$ cat config.mk
export PLATFORM = sky130hd
export DESIGN_NAME = aes_seq_ctrl
export DESIGN_NICKNAME = d
export VERILOG_FILES = /design/src/rtl/aes_seq_ctrl.sv
export SDC_FILE = /design/constraint.sdc
export NUM_CORES = 1
export LEC_CHECK = 0
export ABC_AREA = 1
export CAP_MARGIN = 20
export CORE_ASPECT_RATIO = 0.8
export CORE_UTILIZATION = 35
export CTS_BUF_LIST = sky130_fd_sc_hd__clkbuf_4 sky130_fd_sc_hd__clkbuf_8 sky130_fd_sc_hd__clkbuf_16
export DETAILED_ROUTE_END_ITERATION = 10
export HOLD_SLACK_MARGIN = 0.15
export SLEW_MARGIN = 20
export SYNTH_ARGS = -nofsm -noshare
export SYNTH_HDL_FRONTEND = slang
export SYNTH_SLANG_ARGS = --single-unit
$ cat constraint.sdc
create_clock -name CLK_DC -period 2.1 [get_ports CLK_DC]
set_input_delay 0.63 -clock CLK_DC [delete_from_list [all_inputs] [get_ports CLK_DC]]
set_output_delay 0.63 -clock CLK_DC [all_outputs]
set_load 0.02 [all_outputs]
$ cat src/rtl/aes_seq_ctrl.sv
// -----------------------------------------------------------------------------
// aes_seq_ctrl
//   Sequencer that sits between the CPU register-file writeback/decode stage and
//   a free-running AES-128 core. Software loads four plaintext words and four key
//   words, then pulses START. The block holds the operands stable on AES_PT /
//   AES_KEY for LATENCY cycles, captures AES_CIPHER, and exposes the captured
//   cipher one 32-bit word at a time on a registered read port.
//
//   Word order is big-endian: word 0 = bits [127:96], word 3 = bits [31:0].
//
// Ports
//   RST         in   1    asynchronous reset, active-low
//   CLK_DC      in   1    block clock (decode-stage clock)
//   WR_EN       in   1    operand write strobe
//   WR_SEL      in   3    0-3: plaintext word 0-3, 4-7: key word 0-3
//   WR_DATA     in   32   operand word
//   START       in   1    launch request (single-cycle pulse)
//   CLR         in   1    synchronous abort/clear to IDLE
//   RD_SEL      in   2    cipher word select
//   RD_DATA     out  32   selected cipher word, registered
//   BUSY        out  1    high while the core is computing
//   DONE        out  1    high while a captured cipher is valid
//   ERR         out  1    one-cycle pulse: START rejected (operands incomplete)
//   AES_PT      out  128  plaintext to core
//   AES_KEY     out  128  key to core
//   AES_CIPHER  in   128  cipher from core
// -----------------------------------------------------------------------------
module aes_seq_ctrl #(
    parameter int LATENCY = 11,   // cycles from operand launch to valid cipher (1..15)
    parameter int CNT_W   = 4     // latency counter width, must hold LATENCY
) (
    input  logic         RST,
    input  logic         CLK_DC,
    input  logic         WR_EN,
    input  logic [2:0]   WR_SEL,
    input  logic [31:0]  WR_DATA,
    input  logic         START,
    input  logic         CLR,
    input  logic [1:0]   RD_SEL,
    output logic [31:0]  RD_DATA,
    output logic         BUSY,
    output logic         DONE,
    output logic         ERR,
    output logic [127:0] AES_PT,
    output logic [127:0] AES_KEY,
    input  logic [127:0] AES_CIPHER
);

    localparam logic [1:0] ST_IDLE = 2'd0;
    localparam logic [1:0] ST_RUN  = 2'd1;
    localparam logic [1:0] ST_DONE = 2'd2;

    localparam logic [CNT_W-1:0] CNT_LOAD = CNT_W'(LATENCY - 1);

    logic [1:0]       state;
    logic [CNT_W-1:0] cnt;
    logic [7:0]       load_mask;
    logic [127:0]     pt_reg;
    logic [127:0]     key_reg;
    logic [127:0]     cipher_reg;
    logic [31:0]      rd_data_reg;
    logic             err_reg;

    // Operands may only change while the core is not consuming them.
    logic       accepting;
    logic       wr_ok;
    logic       start_ok;
    logic       start_bad;
    logic       capture;
    logic [6:0] wr_lsb;
    logic [6:0] rd_lsb;

    assign accepting = (state != ST_RUN);
    assign wr_ok     = WR_EN && accepting && !CLR;
    // The START check looks at the mask as registered, i.e. before any write
    // arriving in the same cycle has set its bit.
    assign start_ok  = START && accepting && !CLR && (load_mask == 8'hFF);
    assign start_bad = START && accepting && !CLR && (load_mask != 8'hFF);
    assign capture   = (state == ST_RUN) && (cnt == '0) && !CLR;

    // Big-endian word placement: word n sits at bit offset 32*(3-n); ~sel == 3-sel.
    assign wr_lsb = {~WR_SEL[1:0], 5'b0_0000};
    assign rd_lsb = {~RD_SEL, 5'b0_0000};

    // Sequencer state and latency counter.
    // NOTE: every flop below is written with non-blocking assignments so all
    // registers update from the same pre-edge values, independent of block order.
    always_ff @(posedge CLK_DC or negedge RST) begin
        if (!RST) begin
            state <= ST_IDLE;
            cnt   <= '0;
        end else if (CLR) begin
            state <= ST_IDLE;
            cnt   <= '0;
        end else begin
            case (state)
                ST_IDLE, ST_DONE: begin
                    if (start_ok) begin
                        state <= ST_RUN;
                        cnt   <= CNT_LOAD;
                    end
                end
                ST_RUN: begin
                    if (cnt == '0) begin
                        state <= ST_DONE;
                    end else begin
                        cnt <= cnt - CNT_W'(1);
                    end
                end
                default: begin
                    state <= ST_IDLE;
                    cnt   <= '0;
                end
            endcase
        end
    end

    // Load mask: one bit per operand word. A launch consumes the operand set,
    // so the mask restarts empty on every entry into RUN.
    always_ff @(posedge CLK_DC or negedge RST) begin
        if (!RST) begin
            load_mask <= 8'h00;
        end else if (CLR || start_ok) begin
            load_mask <= 8'h00;
        end else if (wr_ok) begin
            load_mask[WR_SEL] <= 1'b1;
        end
    end

    // Operand registers drive the core directly, so they stay stable during RUN.
    // CLR leaves them untouched; only a write replaces a word.
    always_ff @(posedge CLK_DC or negedge RST) begin
        if (!RST) begin
            pt_reg  <= '0;
            key_reg <= '0;
        end else if (wr_ok) begin
            if (WR_SEL[2]) begin
                key_reg[wr_lsb +: 32] <= WR_DATA;
            end else begin
                pt_reg[wr_lsb +: 32] <= WR_DATA;
            end
        end
    end

    // Cipher capture on the final RUN cycle; held through DONE, CLR and relaunch
    // until the next completed run overwrites it.
    always_ff @(posedge CLK_DC or negedge RST) begin
        if (!RST) begin
            cipher_reg <= '0;
        end else if (capture) begin
            cipher_reg <= AES_CIPHER;
        end
    end

    // Registered read port and error pulse.
    always_ff @(posedge CLK_DC or negedge RST) begin
        if (!RST) begin
            rd_data_reg <= '0;
            err_reg     <= 1'b0;
        end else begin
            rd_data_reg <= cipher_reg[rd_lsb +: 32];
            err_reg     <= start_bad;
        end
    end

    assign AES_PT  = pt_reg;
    assign AES_KEY = key_reg;
    assign RD_DATA = rd_data_reg;
    assign ERR     = err_reg;
    assign BUSY    = (state == ST_RUN);
    assign DONE    = (state == ST_DONE);

endmodule

==> changes_impl.md, run 1 <==
### Metrics

* Clock Power Share at 40.5%
* Fmax at 0.492 GHz
* ANT cells at 3
* Unrepaired setup endpoints after global routing: false
* Top_reg_cell synth: dfrtp_1
* Skew final at 13.0 ps
* Pre-antenna DRT Iters at 5
* Sw Ratio at 26.6%
* Status: complete, no violations
* Post-CTS resize count at 296
* Global placement routability congestion at 0.881
* Global-route wire length before repair at 88700 microns
* Final Cycle Share at 96.7%
* Worst Hold End: cipher_reg[94]
* Simple share at 21.7%
* P_clk at 7.96 mW
* Switch Pwr at 5.23 mW
* Pwr Total at 19.7 mW
* Crit path DRT at 1470 ps
* Critical Path Source: state[1]
* CP Data Arrival Time at 1400 ps
* Top-Level Pins at 461
* DR WL/cell at 19.7 microns
* I/O Buffers at 460
* Met1 wire length at 24800 microns
* Worst-Skew Late Latency at 570 ps
* Final setup margin at 69.0 ps
* Endpoint class of the critical path: primary output
* FILL cells at 4595
* Worst hold stages at 2
* Most heavily used metal layer in global routing: met2
* Seq share, synth at 62.9%
* Top power group: registers
* Die W at 249 microns
* Mapped Cells at 1861
* Register fraction of the total cell area at 44.8%
* Worst-path maximum fanout at 5
* Initial antenna violation count at 6
* Top Layout Cells: nand2_1, dfrtp_1, dlygate4sd2_1
* Layout Nets at 2504
* Flop count at 431
* Reg2Reg Depth at 9
* Largest net degree at the start of global routing at 72
* Async set-reset flop share out of synthesis at 100%
* DIE HEIGHT at 200 microns
* Min-Delay Path Class: flop to flop
* R2r startpoint: cnt[0]
* FP Rows at 72
* Met2 WL at 27600 microns
* # DRC at 0
* Final Hold Fails at 0
* Actual slew at the worst max-slew pin at 488 ps
* Grt met3 use at 5.85%
* Type of the worst setup path: flop to primary output
* Hold Startpoint: cipher_reg[94]
* Clk pin slew, worst setup/hold paths at 60 ps
* Crit path launch type: flop
* Slew Viols, Final at 0
* Yosys reg bits at 431
* Post-Syn Area at 0.0171 sq mm
* Mux share at 0%
* Dominant logic cell type in the layout: nand2_1
* Number of hold buffers added after cts at 1
* Xor+xnor area frac at 0%
* Top sig layer: met5
* CP max stage delay at 450 ps
* P_seq at 8.95 mW
* OpenROAD warning count at 32
* Met3 wire len at 4000 microns
* Fp util at 35.4%
* FF-to-FF setup slack at 280 ps
-- run 1: synthesized netlist by cell type, types with 2 or more instances --
library cell	n	share of area, %
nand2_1	677	15
dfrtp_1	431	63
o21ai_1	256	7.5
nand3_1	122	3.6
nor2_1	100	2.2
o21ai_0	64	1.9
buf_2	62	1.8
clkbuf_1	41	0.90
o22ai_1	33	1.2
inv_1	20	0.44
buf_4	15	0.66
a21oi_1	11	0.32
nand3_4	8	0.82
ha_1	7	0.51
buf_1	3	0.066
inv_2	3	0.066
clkinv_1	2	0.044
-- run 1: cell families after synthesis --
logic type | Yosys count
and+or+nand+nor | 913
adders and majority gates | 7
buffers and inverters | 146
AOI/OAI and AO/OA | 364
DFF | 431
Run 1, routed metal, one color a layer:
Bar = 50 microns.
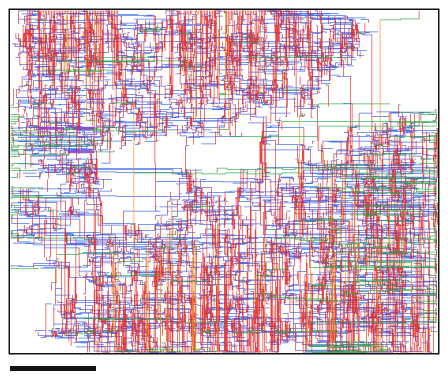
| color | layer | wire length |
|---|---|---|
| green | M3 | 4000 microns |
| purple | M5 | 38.6 microns |
| red | M2 | 27.6 mm |
| blue | M1 | 24.8 mm |
| orange | M4 | 2440 microns |

Run 1, placement by cell class:
Bar = 50 microns. Fill, decap, tap and diode cells in gray.
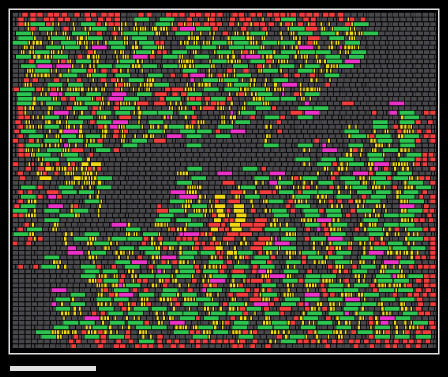
| color | class | cells | share of their area |
|---|---|---|---|
| red | remaining buffers and delay cells | 539 | 23% |
| magenta | clock drivers and dummy loads | 77 | 6.3% |
| yellow | remaining logic cells | 1309 | 25% |
| green | registers | 431 | 46% |

Run 1, cell outlines without signal wires:
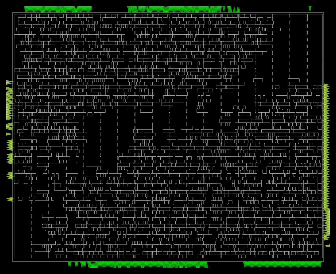
CORE AREA: 0.0484 sq mm
Core Util, Final: 49.8%

Run 1, gate-type map:
Bar = 50 microns.
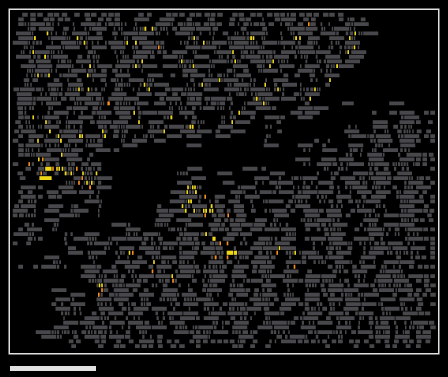

--- run 2 (diff from run 1) ---
--- a/config.mk
+++ b/config.mk
@@ -5,9 +5,10 @@
 export SDC_FILE = /design/constraint.sdc
 export NUM_CORES = 1
 export LEC_CHECK = 0
-export ABC_AREA = 1
+export ABC_AREA = 0
 export CAP_MARGIN = 20
 export CORE_ASPECT_RATIO = 0.8
+export CORE_MARGIN = 2
 export CORE_UTILIZATION = 35
 export CTS_BUF_LIST = sky130_fd_sc_hd__clkbuf_4 sky130_fd_sc_hd__clkbuf_8 sky130_fd_sc_hd__clkbuf_16
 export DETAILED_ROUTE_END_ITERATION = 10
Run 2, gate-type map:
Bar = 100 microns.
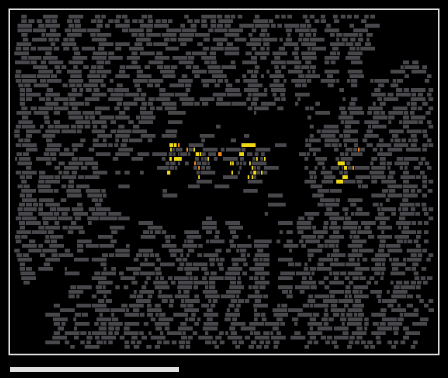
| color | family | cells |
|---|---|---|
| orange | inv cells | 7 |
| yellow | nor cells | 28 |

==> run 2 against run 1 <==
Worst setup slack got worse by 28 ps. Die size rose by 3.7%. Non-clock buffer count rose by 10. Clock power rose by 6.9%. Power rose by 1.1%. Synthesized cell count fell by 40%. Critical path depth rose by 6. Global-route usage fell by 3.4 points. Clock skew fell by 1.3 ps. Critical endpoint is now AES_PT[0]. Largest power group unchanged. Highest routed layer unchanged.
==> changes_impl.md, run 2 <==
### Metrics

* FF-to-FF setup slack at 120 ps
* Mapped Cells at 1117
* R2r startpoint: state[0]
* Flop count at 431
* Pre-antenna DRT Iters at 4
* Worst Hold End: AES_KEY[99]
* Critical Path Source: WR_SEL[0]
* Dominant logic cell type in the layout: dfrtp_1
* Crit path DRT at 2610 ps
* Post-CTS resize count at 293
* Seq share, synth at 61.7%
* Synth top cell by count: dfrtp_1
* # DRC at 0
* Crit path launch type: primary input
* Async set-reset flop share out of synthesis at 100%
* Number of hold buffers added after cts at 1
* Hold Startpoint: AES_KEY[99]
* Top_reg_cell synth: dfrtp_1
* Top cell type's share of synthesized area at 61.7%
* Final Hold Fails at 0
* Register fraction of the total cell area at 43.0%
* Min-Delay Path Class: flop to flop
* Pwr Total at 19.9 mW
* I/O Buffers at 460
* Type of the worst setup path: primary input to flop
* Status: complete, no violations
* Top Layout Cells: dfrtp_1, mux2_2, dlygate4sd2_1
* Yosys reg bits at 431
* Worst-Skew Late Latency at 570 ps
* Die W at 254 microns
* Unrepaired setup endpoints after global routing: false
* DIE HEIGHT at 204 microns
* Skew final at 11.6 ps
* Fmax at 0.486 GHz
* Global placement routability congestion at 0.807
* Clk pin slew, worst setup/hold paths at 60 ps
Run 2, placement by cell class:
Bar = 100 microns. Fill, decap, tap and diode cells in gray.
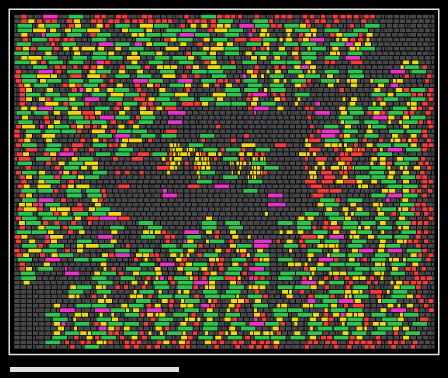
| color | class | cells | share of their area |
|---|---|---|---|
| green | registers | 431 | 45% |
| magenta | clock drivers and dummy loads | 81 | 6.6% |
| red | remaining buffers and delay cells | 549 | 22% |
| yellow | remaining logic cells | 628 | 27% |

==> run 2: cell count changes in the layout (fill, tap and decap cells not counted), moves of 32 or more <==
cell	before	now
and2_1	0	128
mux2_2	0	384
mux4_2	0	32
nand2_1	677	2
nand3_1	122	0
nor2_1	98	15
o21ai_0	64	3
o21ai_1	256	0
o22ai_1	33	0
==> run 2: layer usage <==
layer / GRT usage (%) / up-vias / wire (microns)
met3: 5.11 / 95 / 3090
met4: 7.02 / 8 / 1600
met5: 0 / - / 38
met1: 25.5 / 5828 / 22100
li1: - / 5033 / -
met2: 32.5 / 309 / 24900
==> run 2: power by group <==
part	leakage, nW	switching [mW]	internal [mW]
clock network	0.796	3.32	5.19
logic	6.65	1.31	1.14
registers	5.95	0.217	8.69
No activity file was given, so power comes from the tool's default toggle rates.
